Design irq_trigger_gen, sky130hd; sources not shown.
Figure 1. Met2 routing.
The bar under the picture is 100 um long.
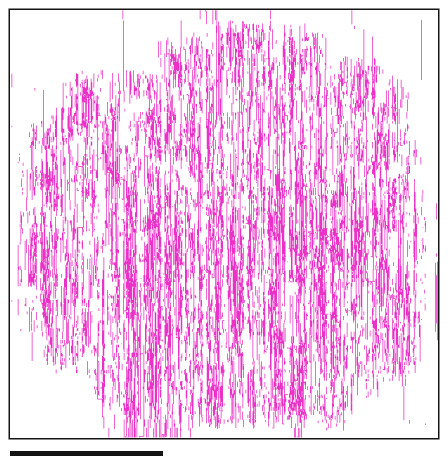
share of all routed wire: 47%
nets with wire on the layer: 3369
main direction: vertical
sum of routed wire length over all layers: 88.49 mm
global-route track usage on met2: 36.75%
number of vias in the routed layout: 24600

Figure 2. Wires at chosen ports, followed through buffers.
The bar under the picture is 100 um long.
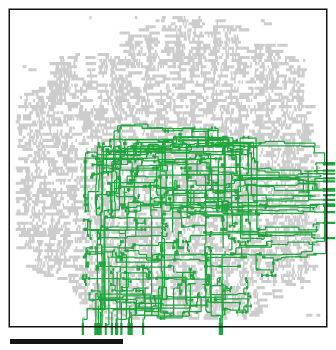
legend:
  addr:
    color: green
    direction: input
    edge: 17 south, 15 east
    end_cells: 432
    wire: 12800 um
number of top-level design ports: 79
Port Buffer Count: 78

==> impl_metrics.env <==
# physical design summary
export IMPL_grt_start_max_net_pins=56
export IMPL_cp_max_fo=2
export IMPL_drt_vias_per_instance=4.650
export IMPL_violations_in_the_final_reports="setup timing"
export IMPL_synth_seq_share_pct=40.04
export IMPL_cts_sink_count=408
export IMPL_netSwitchingFraction_pct=36.84
export IMPL_rr_worst_depth=13
export IMPL_cts_root_buffer_cell="sky130_fd_sc_hd__clkbuf_16"
export IMPL_power_per_cell_area_nw_per_um2=1146
export IMPL_hp_class="input port to asynchronous set/reset pin"
export IMPL_met2_wirelength_mm=41.68
export IMPL_worst_endpoint_required_ns=1.19
export IMPL_final_min_clock_period_ns=2.175
export IMPL_die_area_um2=78460
export IMPL_r2r_setup_slack_ns=-0.17
export IMPL_syn_avg_cell_area_um2=7.025
export IMPL_worst_skew_pair_late_latency_ns=0.60
export IMPL_globalRoute_totalOverflow=0
export IMPL_post_route_worst_setup_slack_ns=-0.4748
export IMPL_critical_path_startpoint_category="register"
export IMPL_met1_length_mm=40.32
export IMPL_total_switching_power_mw=15.48
export IMPL_summed_standard_cell_area_reported_by_yosys_um2=25540
export IMPL_synth_stat_cells=3635
export IMPL_post_synth_inst_count=3635
export IMPL_cts_buffer_depth=3
export IMPL_cts_tree="built"
export IMPL_cts_made_buffers=52
export IMPL_cts_max_level=2
export IMPL_clkTransAtPathRegs_ns=0.06
export IMPL_outcome="complete, but fails checks"
export IMPL_yosys_reg_bits=408
export IMPL_drt_first_iter_violations=1311
export IMPL_synthDistinctLibCells=40
export IMPL_clock_skew_ns=0.01185
export IMPL_rows=99
export IMPL_final_period_utilization_pct=127.9
export IMPL_grt_pass1_vias=23700
export IMPL_rsz_0062_raised_after_global_routing="yes"
export IMPL_critical_path_arrival_ns=1.66
export IMPL_die_height_um=280.1
export IMPL_grt_antenna_before_repair=2
export IMPL_cellInternalPower_mw=26.54
export IMPL_drt_first_pass_iters=5
export IMPL_final_cell_mix="sky130_fd_sc_hd__nand2_1, sky130_fd_sc_hd__inv_1, sky130_fd_sc_hd__buf_4, sky130_fd_sc_hd__dfrtp_1, sky130_fd_sc_hd__nor2_1"
export IMPL_fin_nets=4419
export IMPL_number_of_flip_flops_in_the_largest_register=192
export IMPL_timing_final_setup_violations=100
export IMPL_setup_total_negative_slack_ns=-8.058
export IMPL_gr_usage_all_layers_pct=21.98
export IMPL_placement_setup_worst_slack_ns=-1.225
export IMPL_slew_headroom_pct=69.16
export IMPL_dr_wl_met3_mm=3.745
export IMPL_finalHoldViolCount=0
export IMPL_vdd_drop_max_uv=834.7
export IMPL_syn_area_um2=25540
[power groups by stage]
stage               Combinational (mW)  Clock (mW)  Sequential (mW)
global route                      17.9        12.7             14.2
detailed placement                13.3           0             13.9
finish                            16.0        12.1             13.9
floorplan                         8.33           0             13.6
global placement                  13.1           0             13.9
CTS                               14.7        12.4             13.8
[area by class of cell]
| class | count | area [um^2] | share of cell area (%) |
|---|---|---|---|
| well taps | 959 | 1200 | 3.272 |
| flip-flops and latches | 408 | 10230 | 27.89 |
| multi-input cells | 2561 | 14640 | 39.93 |
| clock buffers | 73 | 1541 | 4.203 |
| repair buffers | 647 | 6407 | 17.47 |
| diodes | 1 | 2.502 | 0.006823 |
| clock inverters | 24 | 320.3 | 0.8734 |
| inverters | 617 | 2328 | 6.349 |
[critical path, stage by stage, from the launching register on]
cell                      delay, ns
sky130_fd_sc_hd__dfrtp_1       0.41
sky130_fd_sc_hd__nor3_4        0.25
sky130_fd_sc_hd__buf_12        0.16
sky130_fd_sc_hd__nor2_4        0.05
sky130_fd_sc_hd__nand3_2       0.07
sky130_fd_sc_hd__buf_2         0.11
[stage by stage]
stage | power (mW) | cells
3_5_place_dp | 27.16 | 5077
5_1_grt | 44.91 | 5290
2_1_floorplan | 21.95 | 3635
6_report | 42.02 | 5290
4_1_cts | 40.93 | 5261
3_3_place_gp | 27.02 | 5077
[kinds of logic (layout without fill, tap and decap cells)]
kind of cell             after synthesis  after routing  share of synthesized area (%)
AND-OR/OR-AND                        466            466                          10.05
XOR/XNOR                             134            134                          4.596
adder cells (fa/ha/maj)               60             60                          2.940
buffers and inverters                672           1361                          10.12
flip-flops                           408            408                          40.04
multiplexers                          59             59                          2.577
other                                  0              1                              0
AND/OR/NAND/NOR                     1836           1842                          29.68
[synthesized netlist by cell type, types with 17 or more instances]
cell | number | area [um^2]
sky130_fd_sc_hd__ha_1 | 60 | 750.7
sky130_fd_sc_hd__nand3_1 | 102 | 510.5
sky130_fd_sc_hd__o21ai_0 | 221 | 1106
sky130_fd_sc_hd__clkinv_1 | 26 | 97.59
sky130_fd_sc_hd__nand4_1 | 30 | 187.7
sky130_fd_sc_hd__clkbuf_1 | 36 | 135.1
sky130_fd_sc_hd__nor3_1 | 17 | 85.08
sky130_fd_sc_hd__inv_1 | 550 | 2064
sky130_fd_sc_hd__nor2_1 | 464 | 1742
sky130_fd_sc_hd__a21oi_2 | 21 | 183.9
sky130_fd_sc_hd__xnor2_1 | 67 | 586.8
sky130_fd_sc_hd__a21oi_1 | 173 | 865.8
sky130_fd_sc_hd__nand2_1 | 1134 | 4257
sky130_fd_sc_hd__inv_2 | 41 | 153.9
sky130_fd_sc_hd__nor4_1 | 20 | 125.1
sky130_fd_sc_hd__xor2_1 | 67 | 586.8
sky130_fd_sc_hd__o21ai_2 | 30 | 262.8
sky130_fd_sc_hd__mux2_2 | 54 | 608.1
sky130_fd_sc_hd__dfrtp_1 | 396 | 9910
[timing repair]
item,CTS,global route
pin swaps,128,227
cloned,17,2
buffers inserted,70,35
hold buffers,1,0
gates resized,393,356
hold endpoints to repair,14,0
setup endpoints to repair,148,128
Power is estimated from default activity; no workload was simulated.
